Fig. 1: run 1, met4 routing
Bar = 20 microns.
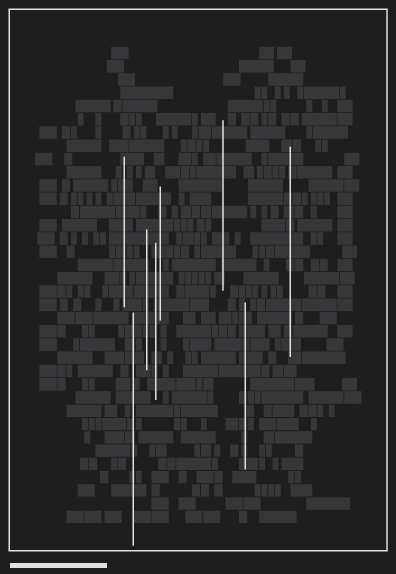
Fig. 2: run 1, wiring by layer
Two of the layers only.
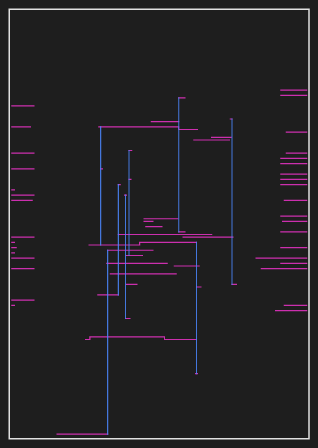
Fig. 3: run 1, metal 2
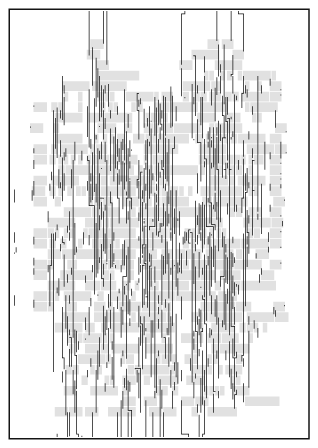
Fig. 4: run 1, sizing map
Bar = 20 microns.
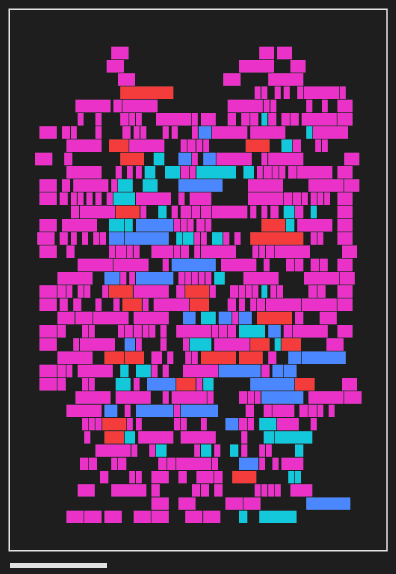
==> config.mk <==
export PLATFORM = sky130hd
export DESIGN_NAME = cla16_seq
export DESIGN_NICKNAME = d
export VERILOG_FILES = /design/src/rtl/cla16_seq.sv
export SDC_FILE = /design/constraint.sdc
export NUM_CORES = 1
export LEC_CHECK = 0
export ABC_AREA = 1
export CORE_ASPECT_RATIO = 1.5
export CORE_MARGIN = 5
export CORE_UTILIZATION = 40
export CTS_BUF_LIST = sky130_fd_sc_hd__clkbuf_4 sky130_fd_sc_hd__clkbuf_8
export DETAILED_ROUTE_END_ITERATION = 8
export GPL_TIMING_DRIVEN = 0
export PLACE_DENSITY = 0.68
export SETUP_SLACK_MARGIN = 0.1
export SLEW_MARGIN = 15
export SYNTH_ARGS = -nofsm -noshare
export SYNTH_HDL_FRONTEND = slang
export SYNTH_SLANG_ARGS = --single-unit
==> constraint.sdc <==
create_clock -name clk -period 1.8 [get_ports clk]
set_input_delay 0.45 -clock clk [delete_from_list [all_inputs] [get_ports clk]]
set_output_delay 0.45 -clock clk [all_outputs]
set_load 0.02 [all_outputs]
==> flow_metrics.py, run 1 <==
# Metrics from the implementation run
metrics = {
    "status": {
        "run_status": "finished, violations left",
        "violations_in_the_final_reports": "setup timing",
    },
    "drt": {
        "met3RoutedLength_microns": 437,
        "dr_drc_count": 0,
        "drtIter0Drc": 103,
        "detail_routed_via_count_per_cell": 4.94,
        "first_pass_iters": 4,
        "routed.top_layer": "met4",
        "antenna_left": 0,
    },
    "sta": {
        "rsz0062_at_grt": "yes",
        "slew_violations": 0,
        "final_hold_fails": 0,
        "finalHoldWorstSlack_ps": 474,
        "timing.final.setup_violations": 2,
        "final_period_minus_worst_setup_slack_ps": 1860,
        "setup-tns-final_ps": -86.9,
        "finalClockPeriodUsage_pct": 103,
        "worst_clock_skew_ps": 10.5,
        "timing_worst_slew_pin_value_ps": 360,
        "setup_slack_ps": -61.3,
    },
    "clock_tree": {
        "cts_sinks": 61,
        "htreeDepth": 3,
        "clk_path_buf_depth": 2,
        "clock_edge_transition_at_the_registers_on_the_reported_setup_and_hold_paths_ps": 70,
        "postcts_setup_bufs": 6,
        "holdBufCountCts": 0,
        "tritoncts_clock_tree": "done",
        "cts_repair_resize_count": 52,
        "numCtsBuffers": 9,
    },
    "yosys": {
        "yosys_most_used_dff": "sky130_fd_sc_hd__dfxtp_1",
        "post_synth_main_area_contributors": "sky130_fd_sc_hd__dfxtp_1, sky130_fd_sc_hd__nor2_1, sky130_fd_sc_hd__nand2_1",
        "syn_avg_cell_area_sq_um": 7.49,
        "synth.net_count": 413,
        "flip_flop_and_latch_count_after_synthesis": 61,
        "chip_area_from_the_yosys_synthesis_statistics_sq_mm": 0.00271,
        "ffs_w_async_s_r_synth_pct": 0,
        "cell_area_after_synthesis_sq_mm": 0.00271,
        "post_synth_mux_area_share_pct": 0,
        "proportion_of_synthesized_chip_area_in_sequential_cells_pct": 45.0,
        "topCombFamilyByArea": "simple AND/OR/NAND/NOR gates",
        "synth.yosys.num_cells": 362,
        "top_cell": "sky130_fd_sc_hd__nor2_1",
    },
    "power_and_ir_drop": {
        "switching_power_mw": 2.01,
        "clkPwrFrac_pct": 25.1,
        "clk-power_mw": 1.37,
        "pwr-share-comb_pct": 39.5,
        "internal_mw": 3.44,
        "top_power_group": "combinational logic",
        "total_power_consumption_mw": 5.45,
        "comb_power_mw": 2.16,
    },
    "finish": {
        "n_multi_input_combinational_cell": 261,
        "seq_area_sq_mm": 0.00123,
        "num-nonclk-inverters": 24,
        "nets": 489,
        "numSequentialCells": 61,
        "fillerInstances": 599,
        "signal_buffer_area_fraction_pct": 19.6,
        "clock_area_share_pct": 5.76,
        "lay_top_count": "sky130_fd_sc_hd__nor2_1",
        "seq_area_share_pct": 31.6,
        "clock_buffer_count": 9,
        "leading_cell_types_in_the_layout_fill_and_taps_excluded": "sky130_fd_sc_hd__nor2_1, sky130_fd_sc_hd__dfxtp_1, sky130_fd_sc_hd__nand2_1, sky130_fd_sc_hd__clkdlybuf4s50_1, sky130_fd_sc_hd__o21ai_0",
        "layout.area.top_class": "combinational gates",
        "layout-drive-gt1-share_pct": 21.2,
    },
    "worst_setup_path": {
        "worst_path_maximum_fanout": 5,
        "critical-path-slowest-cell": "sky130_fd_sc_hd__dfxtp_4",
        "timing.critical_path.required_ps": 2050,
        "critPathTopFamily": "adder cells",
        "cpMostUsedCell": "sky130_fd_sc_hd__nand2_1",
        "worst_r2r_path_depth": 11,
        "worst_setup_path_end_kind": "flop",
        "timing.critical_path.from_type": "flop",
        "r2r_slack_ps": -60,
    },
    "floorplan": {
        "ios": 57,
        "coreArea_sq_mm": 0.00658,
        "die.size.y_microns": 111,
        "fp-row-count": 36,
        "die.size.x_microns": 77.2,
        "die-area_sq_mm": 0.00856,
        "nWellTaps": 76,
    },
    "place": {
        "dp_cells": 494,
        "dpl_cell_area_sq_mm": 0.00343,
        "input_output_buffers": 56,
        "pre_cts_slack_ps": -211,
    },
    "grt": {
        "grt_pass1_vias": 2474,
        "grt_util_met3_pct": 4.47,
        "globalRoute.totalOverflow": 0,
        "grt_antenna_before_repair": 0,
    },
    "min_path": {
        "hold_depth": 2,
    },
}
## Picture notes: Fig. 1
The layer holds 4.0% of the routed length. The longest straight run is 47.6 microns. The layer carries 277 microns of wire. 7 nets have wire on it. The wires run mostly vertical.
aggregate routed wire length: 6.95 mm
vias after detailed routing: 2563

## Picture notes: Fig. 2
Key: blue = M4 [wire length 277 microns]; magenta = M3 [wire length 438 microns]
wire length per cell: 13.4 microns
total global-route track usage: 16.4%

## Picture notes: Fig. 3
The layer holds 50% of the routed length. The layer carries 3470 microns of wire. 379 nets have wire on it.
routing usage on met2: 28.3%

## Picture notes: Fig. 4
Key: cyan = x2 [cells 42]; red = x6 and larger [cells 23]; magenta = x1 and smaller [cells 349]; blue = x3 and x4 [cells 29]
non-clock buffer count in the final layout: 81
area growth from synthesis to final layout: 43.5%
area of all placed cells without fillers: 0.00389 sq mm

==> run 2, diff against run 1 <==
--- a/config.mk
+++ b/config.mk
@@ -9,7 +9,7 @@
 export CORE_ASPECT_RATIO = 1.5
 export CORE_MARGIN = 5
 export CORE_UTILIZATION = 40
-export CTS_BUF_LIST = sky130_fd_sc_hd__clkbuf_4 sky130_fd_sc_hd__clkbuf_8
+export CTS_BUF_LIST = sky130_fd_sc_hd__clkbuf_4 sky130_fd_sc_hd__clkbuf_8 sky130_fd_sc_hd__clkbuf_16
 export DETAILED_ROUTE_END_ITERATION = 8
 export GPL_TIMING_DRIVEN = 0
 export PLACE_DENSITY = 0.68
==> run 2 against run 1 <==
Effect of this change: the run still ends with setup timing left; clock-buffer cell count unchanged; worst setup slack is the same; first-iteration DRC count is the same; via count unchanged; synthesized cell count did not move; flip-flop count unchanged; synthesized area is the same.
==> flow_metrics.py, run 2 <==
# Metrics from the implementation run
metrics = {
    "yosys": {
        "post_synth_mux_area_share_pct": 0,
        "syn_avg_cell_area_sq_um": 7.49,
        "topCombFamilyByArea": "simple AND/OR/NAND/NOR gates",
        "synth.net_count": 413,
        "proportion_of_synthesized_chip_area_in_sequential_cells_pct": 45.0,
        "top_cell": "sky130_fd_sc_hd__nor2_1",
        "flip_flop_and_latch_count_after_synthesis": 61,
        "chip_area_from_the_yosys_synthesis_statistics_sq_mm": 0.00271,
    },
    "sta": {
        "finalHoldWorstSlack_ps": 474,
        "slew_violations": 0,
        "setup-tns-final_ps": -86.9,
        "final_period_minus_worst_setup_slack_ps": 1860,
        "finalClockPeriodUsage_pct": 103,
        "worst_clock_skew_ps": 10.5,
        "timing_worst_slew_pin_value_ps": 360,
        "setup_slack_ps": -61.3,
        "timing.final.setup_violations": 2,
    },
    "finish": {
        "seq_area_share_pct": 31.6,
        "leading_cell_types_in_the_layout_fill_and_taps_excluded": "sky130_fd_sc_hd__nor2_1, sky130_fd_sc_hd__dfxtp_1, sky130_fd_sc_hd__nand2_1, sky130_fd_sc_hd__clkdlybuf4s50_1, sky130_fd_sc_hd__o21ai_0",
        "nets": 489,
        "seq_area_sq_mm": 0.00123,
        "n_multi_input_combinational_cell": 261,
        "clock_area_share_pct": 5.76,
        "layout.area.top_class": "combinational gates",
        "numSequentialCells": 61,
        "num-nonclk-inverters": 24,
    },
    "power_and_ir_drop": {
        "top_power_group": "combinational logic",
        "clk-power_mw": 1.37,
        "total_power_consumption_mw": 5.45,
        "clkPwrFrac_pct": 25.1,
    },
    "min_path": {
        "hold_depth": 2,
    },
    "drt": {
        "detail_routed_via_count_per_cell": 4.94,
        "num_vias": 2563,
        "dr_drc_count": 0,
        "antenna_left": 0,
        "routed.top_layer": "met4",
        "routedWlPerCell_microns": 13.4,
        "postRouteWirelength_mm": 6.95,
        "drtIter0Drc": 103,
    },
    "status": {
        "run_status": "finished, violations left",
        "violations_in_the_final_reports": "setup timing",
    },
    "worst_setup_path": {
        "critPathTopFamily": "adder cells",
        "critical-path-slowest-cell": "sky130_fd_sc_hd__dfxtp_4",
        "cpMostUsedCell": "sky130_fd_sc_hd__nand2_1",
        "worst_path_maximum_fanout": 5,
        "worst_setup_path_end_kind": "flop",
    },
    "clock_tree": {
        "tritoncts_clock_tree": "done",
        "clock_edge_transition_at_the_registers_on_the_reported_setup_and_hold_paths_ps": 70,
        "numCtsBuffers": 9,
        "postcts_setup_bufs": 6,
        "holdBufCountCts": 0,
    },
    "grt": {
        "routing_usage_on_met2_pct": 28.3,
        "grt_util_met3_pct": 4.47,
    },
    "floorplan": {
        "die.size.x_microns": 77.2,
        "fp-row-count": 36,
        "nWellTaps": 76,
        "die.size.y_microns": 111,
    },
}
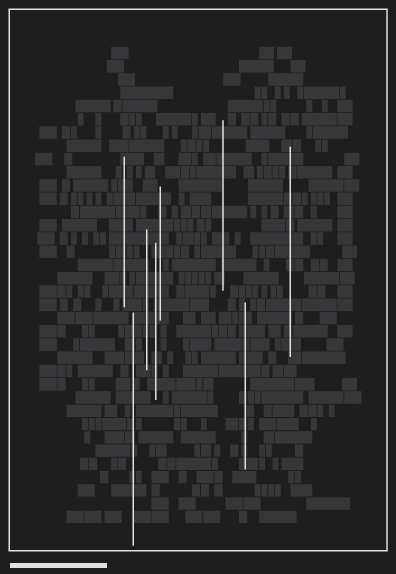
Fig. 5. Met4 routing (run 2).
Bar = 20 microns.
The longest straight run is 47.6 microns. The layer carries 277 microns of wire. 7 nets have wire on it. The wires run mostly vertical. The layer holds 4.0% of the routed length.

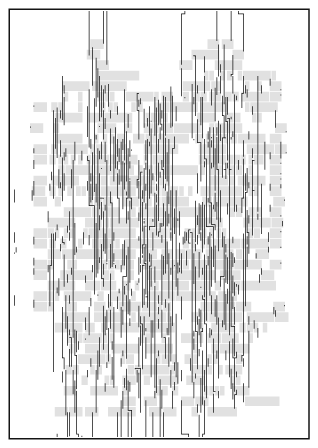
Fig. 6. Metal 2 (run 2).
The layer holds 50% of the routed length. The longest straight run is 56.1 microns.

No activity file was given, so power comes from the tool's default toggle rates.
